File: config.mk
export PLATFORM = sky130hd
export DESIGN_NAME = hazard_stall_ctrl_flat
export DESIGN_NICKNAME = d
export VERILOG_FILES = /design/src/rtl/hazard_stall_if.sv /design/src/rtl/hazard_stall_ctrl.sv /design/src/flat_wrapper.sv
export SDC_FILE = /design/constraint.sdc
export NUM_CORES = 1
export LEC_CHECK = 0
export CORE_ASPECT_RATIO = 0.75
export CORE_MARGIN = 10
export CORE_UTILIZATION = 34
export DETAILED_ROUTE_END_ITERATION = 10
export GPL_ROUTABILITY_DRIVEN = 0
export HOLD_SLACK_MARGIN = 0.12
export PLACE_DENSITY = 0.91
export SETUP_SLACK_MARGIN = 0.5
export SYNTH_ARGS = -nofsm -noshare
export SYNTH_HDL_FRONTEND = slang
export SYNTH_SLANG_ARGS = --single-unit
File: constraint.sdc
create_clock -name CLK -period 3.5 [get_ports CLK]
set_input_delay 0.35 -clock CLK [delete_from_list [all_inputs] [get_ports CLK]]
set_output_delay 0.35 -clock CLK [all_outputs]
set_load 0.02 [all_outputs]
File: src/rtl/hazard_stall_if.sv
// Hazard controller bundle: ID operands, per-stage dest/enable, branch in;
// load enables, bubbles, flush, freeze, forward selects and perf counters out.
interface hazard_stall_if #(
  parameter int NUM_SRC = 3,
  parameter int RA_W    = 4
);
  logic [NUM_SRC*RA_W-1:0] id_src;
  logic [NUM_SRC-1:0]      id_src_used;
  logic [RA_W-1:0]         ex_rd;
  logic [RA_W-1:0]         mem_rd;
  logic [RA_W-1:0]         wb_rd;
  logic                    ex_rf_en;
  logic                    mem_rf_en;
  logic                    wb_rf_en;
  logic                    ex_load;
  logic                    mem_load;
  logic                    branch_taken;
  logic [NUM_SRC*2-1:0]    fwd_sel;
  logic                    pc_le;
  logic                    ifid_le;
  logic                    idex_le;
  logic                    exmem_le;
  logic                    idex_nop;
  logic                    memwb_nop;
  logic                    ifid_flush;
  logic                    freeze;
  logic [15:0]             stall_cnt;
  logic [15:0]             flush_cnt;

  modport master (
    output id_src, id_src_used,
    output ex_rd, mem_rd, wb_rd,
    output ex_rf_en, mem_rf_en, wb_rf_en,
    output ex_load, mem_load, branch_taken,
    input  fwd_sel, pc_le, ifid_le,
    input  idex_le, exmem_le, idex_nop,
    input  memwb_nop, ifid_flush, freeze,
    input  stall_cnt, flush_cnt
  );

  modport slave (
    input  id_src, id_src_used,
    input  ex_rd, mem_rd, wb_rd,
    input  ex_rf_en, mem_rf_en, wb_rf_en,
    input  ex_load, mem_load, branch_taken,
    output fwd_sel, pc_le, ifid_le,
    output idex_le, exmem_le, idex_nop,
    output memwb_nop, ifid_flush, freeze,
    output stall_cnt, flush_cnt
  );
endinterface

File: src/rtl/hazard_stall_ctrl.sv
// Hazard/forward/stall controller with multi-cycle load freeze FSM.
// Ports: CLK, CLR (async active-low), bus (hazard_stall_if.slave).
// Optional HAZARD_PERF_CNT_EN adds saturating stall/flush counters.
module hazard_stall_ctrl #(
  parameter int NUM_SRC  = 3,
  parameter int RA_W     = 4,
  parameter int LOAD_LAT = 1,
  parameter int PC_REG   = 15
) (
  input logic          CLK,
  input logic          CLR,
  hazard_stall_if.slave bus
);
  localparam int CW = $clog2(LOAD_LAT + 1);
  localparam logic [RA_W-1:0] PC_A = RA_W'(PC_REG);

  typedef enum logic {RUN, MEM_WAIT} state_t;

  state_t               r_state;
  state_t               w_next_state;
  logic [CW-1:0]        r_wcnt;
  logic [CW-1:0]        w_next_wcnt;
  logic                 w_use;
  logic [NUM_SRC*2-1:0] w_fwd;
  logic                 w_pc_le;
  logic                 w_be_le;
  logic                 w_idex_nop;
  logic                 w_memwb_nop;
  logic                 w_freeze;
  logic                 w_flush;
  logic                 w_unused_mem_load;

  // MEM/WB results are always forwardable; MEM_WAIT already holds ID.
  assign w_unused_mem_load = bus.mem_load;

  always_ff @(posedge CLK or negedge CLR) begin
    if (!CLR) begin
      r_state <= RUN;
      r_wcnt  <= '0;
    end else begin
      r_state <= w_next_state;
      r_wcnt  <= w_next_wcnt;
    end
  end

  always_comb begin
    w_next_state = r_state;
    w_next_wcnt  = r_wcnt;
    unique case (r_state)
      RUN: begin
        if (bus.ex_load && (LOAD_LAT > 1)) begin
          w_next_state = MEM_WAIT;
          w_next_wcnt  = CW'(LOAD_LAT - 1);
        end
      end
      MEM_WAIT: begin
        w_next_wcnt = r_wcnt - CW'(1);
        if (r_wcnt == CW'(1))
          w_next_state = RUN;
      end
    endcase
  end

  // Per-operand match; a load in EX yields a stall, never an EX forward.
  always_comb begin
    w_use = 1'b0;
    w_fwd = '0;
    for (int i = 0; i < NUM_SRC; i++) begin
      if (bus.id_src_used[i] &&
          bus.id_src[i*RA_W +: RA_W] != PC_A) begin
        if (bus.id_src[i*RA_W +: RA_W] == bus.ex_rd &&
            bus.ex_rf_en && bus.ex_load)
          w_use = 1'b1;
        if (bus.id_src[i*RA_W +: RA_W] == bus.ex_rd &&
            bus.ex_rf_en && !bus.ex_load)
          w_fwd[2*i +: 2] = 2'b01;
        else if (bus.id_src[i*RA_W +: RA_W] == bus.mem_rd &&
                 bus.mem_rf_en)
          w_fwd[2*i +: 2] = 2'b10;
        else if (bus.id_src[i*RA_W +: RA_W] == bus.wb_rd &&
                 bus.wb_rf_en)
          w_fwd[2*i +: 2] = 2'b11;
      end
    end
  end

  // Reset forces the quiescent output set regardless of inputs.
  always_comb begin
    w_pc_le     = 1'b1;
    w_be_le     = 1'b1;
    w_idex_nop  = 1'b0;
    w_memwb_nop = 1'b0;
    w_freeze    = 1'b0;
    if (!CLR) begin
      w_pc_le = 1'b1;
    end else if (r_state == MEM_WAIT) begin
      w_pc_le     = 1'b0;
      w_be_le     = 1'b0;
      w_memwb_nop = 1'b1;
      w_freeze    = 1'b1;
    end else begin
      w_pc_le    = ~w_use;
      w_idex_nop = w_use;
    end
    w_flush = CLR & bus.branch_taken & w_pc_le;
  end

  assign bus.fwd_sel    = CLR ? w_fwd : '0;
  assign bus.pc_le      = w_pc_le;
  assign bus.ifid_le    = w_pc_le;
  assign bus.idex_le    = w_be_le;
  assign bus.exmem_le   = w_be_le;
  assign bus.idex_nop   = w_idex_nop;
  assign bus.memwb_nop  = w_memwb_nop;
  assign bus.ifid_flush = w_flush;
  assign bus.freeze     = w_freeze;

`ifdef HAZARD_PERF_CNT_EN
  logic [15:0] r_stall_cnt;
  logic [15:0] r_flush_cnt;

  always_ff @(posedge CLK or negedge CLR) begin
    if (!CLR) begin
      r_stall_cnt <= '0;
      r_flush_cnt <= '0;
    end else begin
      if (!w_pc_le && r_stall_cnt != 16'hFFFF)
        r_stall_cnt <= r_stall_cnt + 16'd1;
      if (w_flush && r_flush_cnt != 16'hFFFF)
        r_flush_cnt <= r_flush_cnt + 16'd1;
    end
  end

  assign bus.stall_cnt = r_stall_cnt;
  assign bus.flush_cnt = r_flush_cnt;
`else
  assign bus.stall_cnt = 16'h0000;
  assign bus.flush_cnt = 16'h0000;
`endif
endmodule

File: src/flat_wrapper.sv
// flat-port wrapper written by rule: the top's interface ports become plain ports
module hazard_stall_ctrl_flat 
#(
  parameter int NUM_SRC  = 3,
  parameter int RA_W     = 4,
  parameter int LOAD_LAT = 1,
  parameter int PC_REG   = 15
)
  (CLK, CLR, bus_id_src, bus_id_src_used, bus_ex_rd, bus_mem_rd, bus_wb_rd, bus_ex_rf_en, bus_mem_rf_en, bus_wb_rf_en, bus_ex_load, bus_mem_load, bus_branch_taken, bus_fwd_sel, bus_pc_le, bus_ifid_le, bus_idex_le, bus_exmem_le, bus_idex_nop, bus_memwb_nop, bus_ifid_flush, bus_freeze, bus_stall_cnt, bus_flush_cnt);
  hazard_stall_if #(.NUM_SRC(NUM_SRC), .RA_W(RA_W)) bus_i ();
  input logic CLK;
  input logic CLR;
  input wire logic [$bits(bus_i.id_src)-1:0] bus_id_src;
  input wire logic [$bits(bus_i.id_src_used)-1:0] bus_id_src_used;
  input wire logic [$bits(bus_i.ex_rd)-1:0] bus_ex_rd;
  input wire logic [$bits(bus_i.mem_rd)-1:0] bus_mem_rd;
  input wire logic [$bits(bus_i.wb_rd)-1:0] bus_wb_rd;
  input wire logic [$bits(bus_i.ex_rf_en)-1:0] bus_ex_rf_en;
  input wire logic [$bits(bus_i.mem_rf_en)-1:0] bus_mem_rf_en;
  input wire logic [$bits(bus_i.wb_rf_en)-1:0] bus_wb_rf_en;
  input wire logic [$bits(bus_i.ex_load)-1:0] bus_ex_load;
  input wire logic [$bits(bus_i.mem_load)-1:0] bus_mem_load;
  input wire logic [$bits(bus_i.branch_taken)-1:0] bus_branch_taken;
  output wire logic [$bits(bus_i.fwd_sel)-1:0] bus_fwd_sel;
  output wire logic [$bits(bus_i.pc_le)-1:0] bus_pc_le;
  output wire logic [$bits(bus_i.ifid_le)-1:0] bus_ifid_le;
  output wire logic [$bits(bus_i.idex_le)-1:0] bus_idex_le;
  output wire logic [$bits(bus_i.exmem_le)-1:0] bus_exmem_le;
  output wire logic [$bits(bus_i.idex_nop)-1:0] bus_idex_nop;
  output wire logic [$bits(bus_i.memwb_nop)-1:0] bus_memwb_nop;
  output wire logic [$bits(bus_i.ifid_flush)-1:0] bus_ifid_flush;
  output wire logic [$bits(bus_i.freeze)-1:0] bus_freeze;
  output wire logic [$bits(bus_i.stall_cnt)-1:0] bus_stall_cnt;
  output wire logic [$bits(bus_i.flush_cnt)-1:0] bus_flush_cnt;
  assign bus_i.id_src = bus_id_src;
  assign bus_i.id_src_used = bus_id_src_used;
  assign bus_i.ex_rd = bus_ex_rd;
  assign bus_i.mem_rd = bus_mem_rd;
  assign bus_i.wb_rd = bus_wb_rd;
  assign bus_i.ex_rf_en = bus_ex_rf_en;
  assign bus_i.mem_rf_en = bus_mem_rf_en;
  assign bus_i.wb_rf_en = bus_wb_rf_en;
  assign bus_i.ex_load = bus_ex_load;
  assign bus_i.mem_load = bus_mem_load;
  assign bus_i.branch_taken = bus_branch_taken;
  assign bus_fwd_sel = bus_i.fwd_sel;
  assign bus_pc_le = bus_i.pc_le;
  assign bus_ifid_le = bus_i.ifid_le;
  assign bus_idex_le = bus_i.idex_le;
  assign bus_exmem_le = bus_i.exmem_le;
  assign bus_idex_nop = bus_i.idex_nop;
  assign bus_memwb_nop = bus_i.memwb_nop;
  assign bus_ifid_flush = bus_i.ifid_flush;
  assign bus_freeze = bus_i.freeze;
  assign bus_stall_cnt = bus_i.stall_cnt;
  assign bus_flush_cnt = bus_i.flush_cnt;
  hazard_stall_ctrl #(.NUM_SRC(NUM_SRC), .RA_W(RA_W), .LOAD_LAT(LOAD_LAT), .PC_REG(PC_REG)) u_core (.CLK(CLK), .CLR(CLR), .bus(bus_i));
endmodule
Figure 1. Clock wires, drivers and flops (run 1).
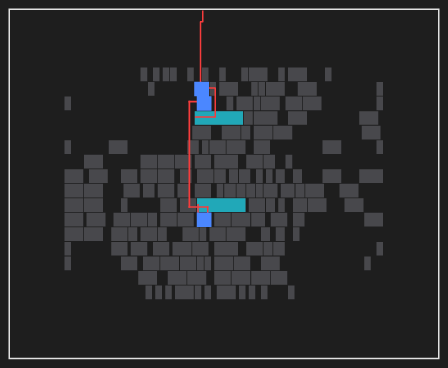
Cyan is flip-flops, count 2. Blue is clock-net drivers, count 3. Red is clock wires, length 66.6 µm.
There are 4 routed clock nets.
Clock Power Share: 23.0%
Clock Power: 0.0000521 W
clk latency late pin: 0.23 ns

Figure 2. Cell placement (run 1).
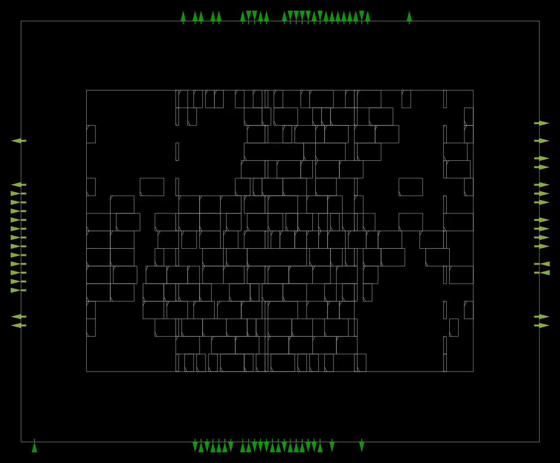
Seq Cell Count: 2
Final Util: 51.1%
placeable core area: 0.00260 mm²
tap cell count: 36

==> results.sh, run 1 <==
# physical design summary
export IMPL_status="complete, no violations"
export IMPL_dp_cells=204
export IMPL_yosys_area_um2=922
export IMPL_required_ns=3.15
export IMPL_critPathCaptureType="output pin"
export IMPL_arrival_ns=2.55
export IMPL_synth_cellmix_compoundShare_pct=5.29
export IMPL_adder_share_pct=0
export IMPL_grt_pass1_wl_mm=4.65
export IMPL_crit_fanout=4
export IMPL_cts_tree="built"
export IMPL_die_size_y_um=65.1
export IMPL_die_w_um=80.1
export IMPL_netlist_area_leader_share_pct=28.5
export IMPL_die_area_mm2=0.00522
export IMPL_antenna_found_initial=0
export IMPL_ys_sh_simple_pct=24.0
export IMPL_most_common_cell="buf_4"
export IMPL_tool_warnings=28
export IMPL_fin_tns_setup_ns=0
export IMPL_postSynthCellCount=125
export IMPL_worstSetupPathType="in2out"
export IMPL_drc=0
export IMPL_worstSetupEndpoint="bus_idex_nop"
export IMPL_cts_buffers=3
export IMPL_yosysUniqueCellTypes=25
export IMPL_rows=16
export IMPL_avgSynthCellArea_um2=7.38
export IMPL_worstReg2RegEnd="u_core.r_wcnt"
export IMPL_setup_violations=0
export IMPL_grt_overflow=0
export IMPL_ys_top_cells_by_count="buf_4, xor2_1, xnor2_1"
export IMPL_slew_violations=0
export IMPL_mux_share_pct=0
export IMPL_fmax_ghz=0.345
export IMPL_cts_root_buf="clkbuf_4"
export IMPL_dpl_cell_area_mm2=0.00129
export IMPL_regToRegSetupSlack_ns=2.77
export IMPL_portBuffers=47
export IMPL_antenna_cells=0
export IMPL_syn_cell_area_um2=922
export IMPL_initial_core_util_pct=35.4
export IMPL_cp_startpoint="bus_id_src[8]"
export IMPL_xor_share_pct=35.1
export IMPL_top_logic_kind="XOR/XNOR gates"
export IMPL_hpwl_mm=2.89
export IMPL_drt_iter0_markers=69
export IMPL_period_needed_ns=2.90
Figure 3. Wiring heat map (run 1).
16 x 13 tiles, from dark blue (low) to red (high), scaled to the fullest tile. Values are wire area over tile area, all layers added.
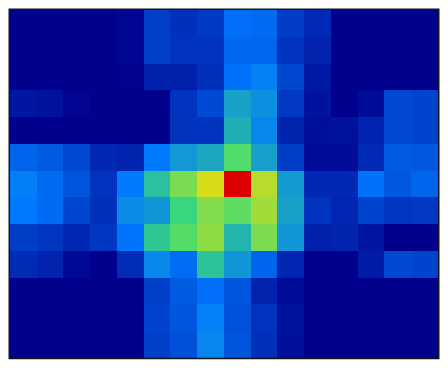
5.3% of the tiles are over half the peak. The emptiest ninth of the die: upper left. The fullest tile reaches 0.79. The densest ninth of the die: center. 36% of the tiles are nearly empty. The mean over all tiles is 0.11.
overall routing resource usage: 11.2%
Avg WL per Cell: 15.5 µm
vias: 954

==> run 1: sequential cells by signal, summed over array words and instances, names as in the netlist <==
| register | flops |
|---|---|
| u_core.r_state | 1 |
| u_core.r_wcnt | 1 |
==> run 1: layout by cell type, fill, tap and decap left out, drive strengths merged <==
cell,count
xor2,23
and3,1
clkdlybuf4s50,46
clkbuf,3
dlymetal6s2s,1
nand2,6
nand2b,1
inv,3
nor3b,2
dfrtp,2
a21oi,3
nor4,4
and4,1
or2b,1
nand3,7
o22ai,1
and2b,2
o21ai,1
nand4,4
conb,32
xnor2,14
a21bo,1
nor2b,1
nor2,5
nor3,5
a41oi,1
==> run 1: power by group <==
part,internal [W],switching (W),total (W)
clock,0.0000379,0.0000143,0.0000521
combinational,0.0000644,0.0000863,0.000151
sequential,0.0000233,0,0.0000233
==> run 1: critical path, cell delays in order <==
cell and delay, ns:
clkdlybuf4s50_1 0.52, xor2_1 0.21, nor4_1 0.37, and3_1 0.24, o21ai_2 0.08, nor3b_2 0.15
clkdlybuf4s50_1 0.63
==> run 1: repair_timing <==
| item | CTS | global route |
|---|---|---|
| gates resized | 0 | 3 |
| setup buffers | 0 | 0 |
| endpoints found under the setup margin | 0 | 3 |
| hold buffers | 0 | 0 |
==> run 1: final cells by class <==
| type | instances | area (µm²) |
|---|---|---|
| repair buffers | 47 | 473 |
| multi-input cells | 116 | 727 |
| flip-flops and latches | 2 | 50.0 |
| well taps | 36 | 45.0 |
| fillers | 256 | 1270 |
| inverters | 3 | 11.3 |
| clock buffers | 3 | 22.5 |
==> run 1: layer usage <==
metal | routed length (µm) | vias up | global-route usage (%)
li1 | - | 444 | -
met1 | 1150 | 426 | 11.7
met2 | 1600 | 74 | 18.7
met3 | 340 | 10 | 4.08
met4 | 121 | 0 | 7.02
met5 | 0 | - | 0
==> run 2: changes to the inputs <==
--- a/config.mk
+++ b/config.mk
@@ -7,11 +7,11 @@
 export LEC_CHECK = 0
 export CORE_ASPECT_RATIO = 0.75
 export CORE_MARGIN = 10
-export CORE_UTILIZATION = 34
+export CORE_UTILIZATION = 29
 export DETAILED_ROUTE_END_ITERATION = 10
 export GPL_ROUTABILITY_DRIVEN = 0
 export HOLD_SLACK_MARGIN = 0.12
-export PLACE_DENSITY = 0.91
+export PLACE_DENSITY = 0.83
 export SETUP_SLACK_MARGIN = 0.5
 export SYNTH_ARGS = -nofsm -noshare
 export SYNTH_HDL_FRONTEND = slang
==> constraint.sdc (replaced) <==
create_clock -name CLK -period 2.5 [get_ports CLK]
set_input_delay 0.25 -clock CLK [delete_from_list [all_inputs] [get_ports CLK]]
set_output_delay 0.25 -clock CLK [all_outputs]
set_load 0.02 [all_outputs]
==> run 2 against run 1 <==
Critical path depth did not move. Final area is 12% higher. Clock skew is 0.00078 ns lower. Sequential power increased by about 40%. Count of clock-buffer cells in the layout stayed put. Largest cell class unchanged.
==> results.sh, run 2 <==
# physical design summary
export IMPL_initial_core_util_pct=30.7
export IMPL_die_w_um=85.1
export IMPL_crit_fanout=3
export IMPL_powerComb_w=0.000226
export IMPL_ys_top_cells_by_count="buf_4, xor2_1, xnor2_1"
export IMPL_most_common_cell="buf_4"
export IMPL_postCtsHoldBufs=0
export IMPL_dp_cells=222
export IMPL_status="complete, no violations"
export IMPL_cts_buffers=3
export IMPL_top_layer="met3"
export IMPL_portBuffers=47
export IMPL_use_met2_pct=19.3
export IMPL_grt_overflow=0
export IMPL_cts_setup_buffers=1
export IMPL_die_area_mm2=0.00586
export IMPL_antenna_found_initial=0
export IMPL_regToRegSetupSlack_ns=1.79
export IMPL_clk_latency_ns=0.21
export IMPL_largestRegisters="u_core.r_state x1, u_core.r_wcnt x1"
export IMPL_hpwl_mm=2.94
export IMPL_power_frac_seq_pct=8.6
export IMPL_rows=17
export IMPL_avgSynthCellArea_um2=7.38
export IMPL_comb_power_share_pct=59.2
export IMPL_required_ns=2.25
export IMPL_nFillCells=306
export IMPL_use_met1_pct=11.5
export IMPL_wl_met3_um=188
export IMPL_final_common_cell="conb_1"
export IMPL_syn_cell_area_um2=922
export IMPL_final_cell_mix="conb_1, xor2_1, dlygate4sd2_1, buf_4, xnor2_1"
export IMPL_arrival_ns=1.69
export IMPL_p_int_w=0.000228
export IMPL_power_leader="combinational logic"
export IMPL_routedWlPerCell_um=14.6
export IMPL_die_size_y_um=68.8
export IMPL_tool_warnings=28
export IMPL_fmax_ghz=0.515
export IMPL_slew_violations=0
export IMPL_cts_tree="built"
export IMPL_clkPwrFrac_pct=32.2
export IMPL_design_core_area_mm2=0.00300
export IMPL_switching_share_pct=40.1
export IMPL_antenna_cells=0
export IMPL_p_seq_w=0.0000327
export IMPL_drt_iter0_markers=25
export IMPL_wl_met2_mm=1.80
export IMPL_worstSetupPathType="in2out"
[run 2: cell types whose count changed in the layout (fill, tap and decap cells not counted), moves of 2 or more]
cell and change:
clkdlybuf4s50_1 -33, buf_2 +3, nor3_1 -4, nor3_2 +4, clkbuf_8 +3, buf_4 +22
clkbuf_4 -3, dlygate4sd2_1 +22, nor4_4 +2
[run 2: cell type report]
cell class / count / area [µm²] / area share (%)
multi-input combinational: 116 / 782 / 52.7
timing repair buffer: 65 / 553 / 37.2
sequential: 2 / 50.0 / 3.37
tap: 38 / 47.5 / 3.20
clock buffer: 3 / 41.3 / 2.78
inverter: 3 / 11.3 / 0.758
[run 2: worst max-delay path: stages]
cell and delay [ns]:
dlygate4sd2_1 0.29, xor2_1 0.17, nor4_1 0.33, and3_1 0.22, o21ai_2 0.07, a21bo_1 0.21, buf_4 0.16
[run 2: cell families (layout without fill, tap and decap cells)]
| family | count (synthesis) | count (layout) | share of synthesized area (%) |
|---|---|---|---|
| AND/OR/NAND/NOR | 40 | 40 | 24.0 |
| buffers and inverters | 38 | 71 | 29.7 |
| XOR/XNOR | 37 | 37 | 35.1 |
| AND-OR/OR-AND | 7 | 7 | 5.29 |
| flip-flops | 2 | 2 | 5.43 |
| other | 1 | 32 | 0.407 |
[run 2: final timing paths]
| kind | from | end | depth (start not counted) |
|---|---|---|---|
| min reg2reg | u_core.r_wcnt | u_core.r_state | 1 |
| max | bus_id_src[8] | bus_pc_le | 7 |
| max reg2reg | u_core.r_state | u_core.r_wcnt | 1 |
| min | u_core.r_wcnt | u_core.r_state | 1 |
| max in group asynchronous | CLR | u_core.r_state | 2 |
| min in group asynchronous | CLR | u_core.r_wcnt | 2 |
Figure 4. Cell placement (run 2).
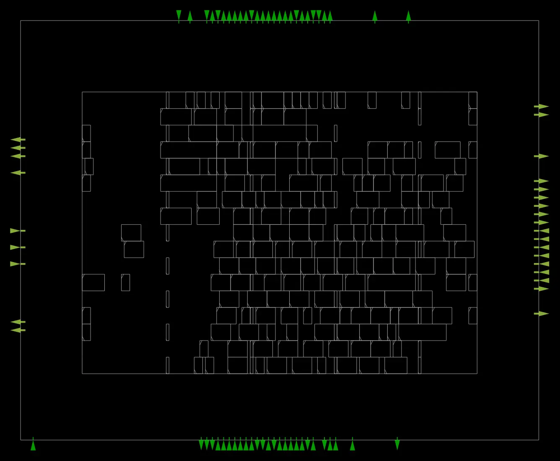
sequential share of cell area: 3.37%
fin cells: 227
Final Util: 49.5%

Figure 5. Metal 3 (run 2).
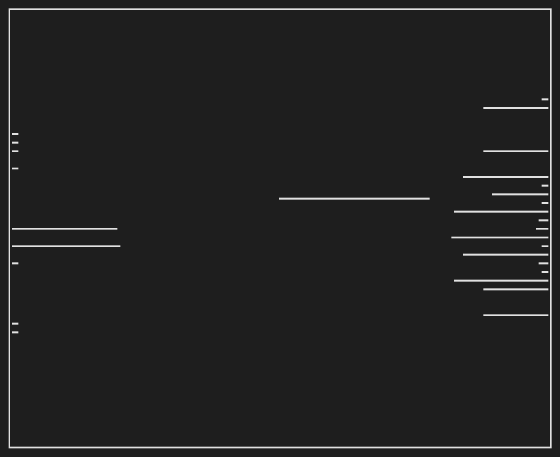
28 nets have wire on it. The layer carries 188 µm of wire.
vias: 942
final wirelength: 3.32 mm
met3 Use GR: 1.76%

==> run 3: changes to the inputs <==
==> constraint.sdc (replaced) <==
create_clock -name CLK -period 1.6 [get_ports CLK]
set_input_delay 0.16 -clock CLK [delete_from_list [all_inputs] [get_ports CLK]]
set_output_delay 0.16 -clock CLK [all_outputs]
set_load 0.02 [all_outputs]
==> run 3 against run 2 <==
Final area increased by 19%. Hold slack better by 0.0042 ns. Via count increased by 6.9%. Sequential power is 56% higher. Global-route usage increased by 0.68 points. Sequential share of layout area down 0.54 points. Final cell count is 3.5% higher. Count of clock-buffer cells in the layout unchanged. Power rose by 78%. Utilization up 9.4 points. First-iteration DRC count increased by 40%. Critical path depth is 2 lower. Critical endpoint is now bus_fwd_sel[5]. Largest cell class unchanged.
==> results.sh, run 3 <==
# physical design summary
export IMPL_status="complete, no violations"
export IMPL_hpwl_mm=2.91
export IMPL_use_met2_pct=20.5
export IMPL_nFillCells=249
export IMPL_design_core_area_mm2=0.00300
export IMPL_top_usage_layer="met2"
export IMPL_grt_use_met3_pct=3.28
export IMPL_most_common_cell="buf_4"
export IMPL_ff2ff_path_depth=2
export IMPL_worstSetupPathType="in2out"
export IMPL_cts_buffers=3
export IMPL_cts_resized_gates=211
export IMPL_wl_met1_mm=1.40
export IMPL_die_size_y_um=68.8
export IMPL_postCtsHoldBufs=1
export IMPL_largestRegisters="u_core.r_state x1, u_core.r_wcnt x1"
export IMPL_cp_num_buf_inv=2
export IMPL_postSynthCellCount=125
export IMPL_cts_setup_buffers=5
export IMPL_grt_overflow=0
export IMPL_use_met1_pct=11.2
export IMPL_initial_core_util_pct=30.7
export IMPL_regToRegSetupSlack_ns=0.79
export IMPL_wl_met3_um=231
export IMPL_portBuffers=47
export IMPL_die_w_um=85.1
export IMPL_yosys_area_um2=922
export IMPL_avgSynthCellArea_um2=7.38
export IMPL_power_frac_seq_pct=7.5
export IMPL_dp_cells=224
export IMPL_syn_cell_area_um2=922
export IMPL_power_switching_w=0.000268
export IMPL_required_ns=1.44
export IMPL_rows=17
export IMPL_hold_path_depth=1
[run 3: cell counts after synthesis]
No cell type changed its count.
[run 3: stage by stage]
stage | setup TNS, ns | util (%)
floorplan | 0 | -
global placement | -8.47 | 48.9
detailed placement | -8.54 | 48.9
CTS | 0 | 54.5
global route | 0 | 58.9
finish | 0 | 58.9
[run 3: layout make-up]
class	count	area, µm²	share of cell area [%]
inverters	3	11.3	0.637
well taps	38	47.5	2.69
clock buffers	3	41.3	2.34
repair buffers	73	679	38.4
flip-flops and latches	2	50.0	2.83
multi-input cells	116	938	53.1
[run 3: worst reg2reg max path, cell delays in order, from the launching register on]
cell     delay [ns]
dfrtp_1        0.38
buf_4          0.15
xor2_1         0.15
[run 3: kinds of logic after synthesis]
group	Yosys count	synth area share, %
other	1	0.407
XOR/XNOR	37	35.1
flip-flops	2	5.43
AND/OR/NAND/NOR	40	24.0
buffers and inverters	38	29.7
AND-OR/OR-AND	7	5.29
[run 3: worst paths after layout]
| path | from | end |
|---|---|---|
| worst max-delay path | bus_ex_load | bus_fwd_sel[5] |
| worst min-delay path | u_core.r_wcnt | u_core.r_state |
| worst max register to register | u_core.r_state | u_core.r_wcnt |
| worst min register to register | u_core.r_wcnt | u_core.r_state |
| max in group asynchronous | CLR | u_core.r_wcnt |
| min in group asynchronous | CLR | u_core.r_state |
[run 3: power by group through the flow]
stage / combinational, W / clock, W / sequential, W
2_1_floorplan: 0.000235 / 0 / 0.0000515
4_1_cts: 0.000384 / 0.000200 / 0.0000510
3_5_place_dp: 0.000350 / 0 / 0.0000515
5_1_grt: 0.000461 / 0.000210 / 0.0000510
6_report: 0.000434 / 0.000195 / 0.0000510
3_3_place_gp: 0.000345 / 0 / 0.0000515
Figure 6. Metal 3 (run 3).
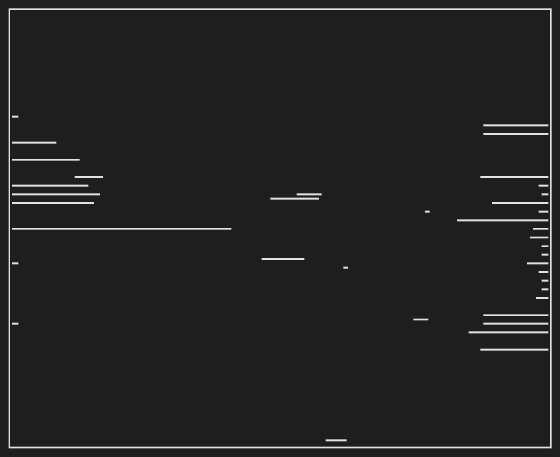
The layer holds 6.4% of the routed length. The wires run mostly horizontal.
final wirelength: 3.62 mm
vias: 1007

Figure 7. Wiring heat map (run 3).
17 x 14 tiles, from dark blue (low) to red (high), scaled to the fullest tile. Values are wire area over tile area, all layers added.
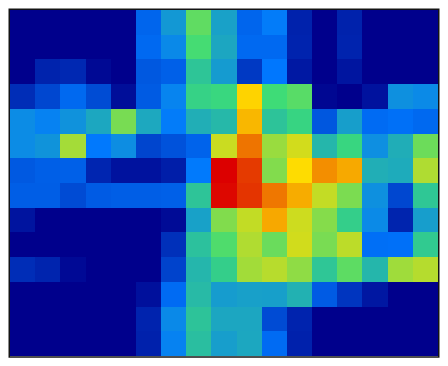
The fullest tile reaches 0.38. The mean over all tiles is 0.097. 29% of the tiles are nearly empty.
overall routing resource usage: 10.7%
Avg WL per Cell: 15.4 µm

Power is estimated from default activity; no workload was simulated.
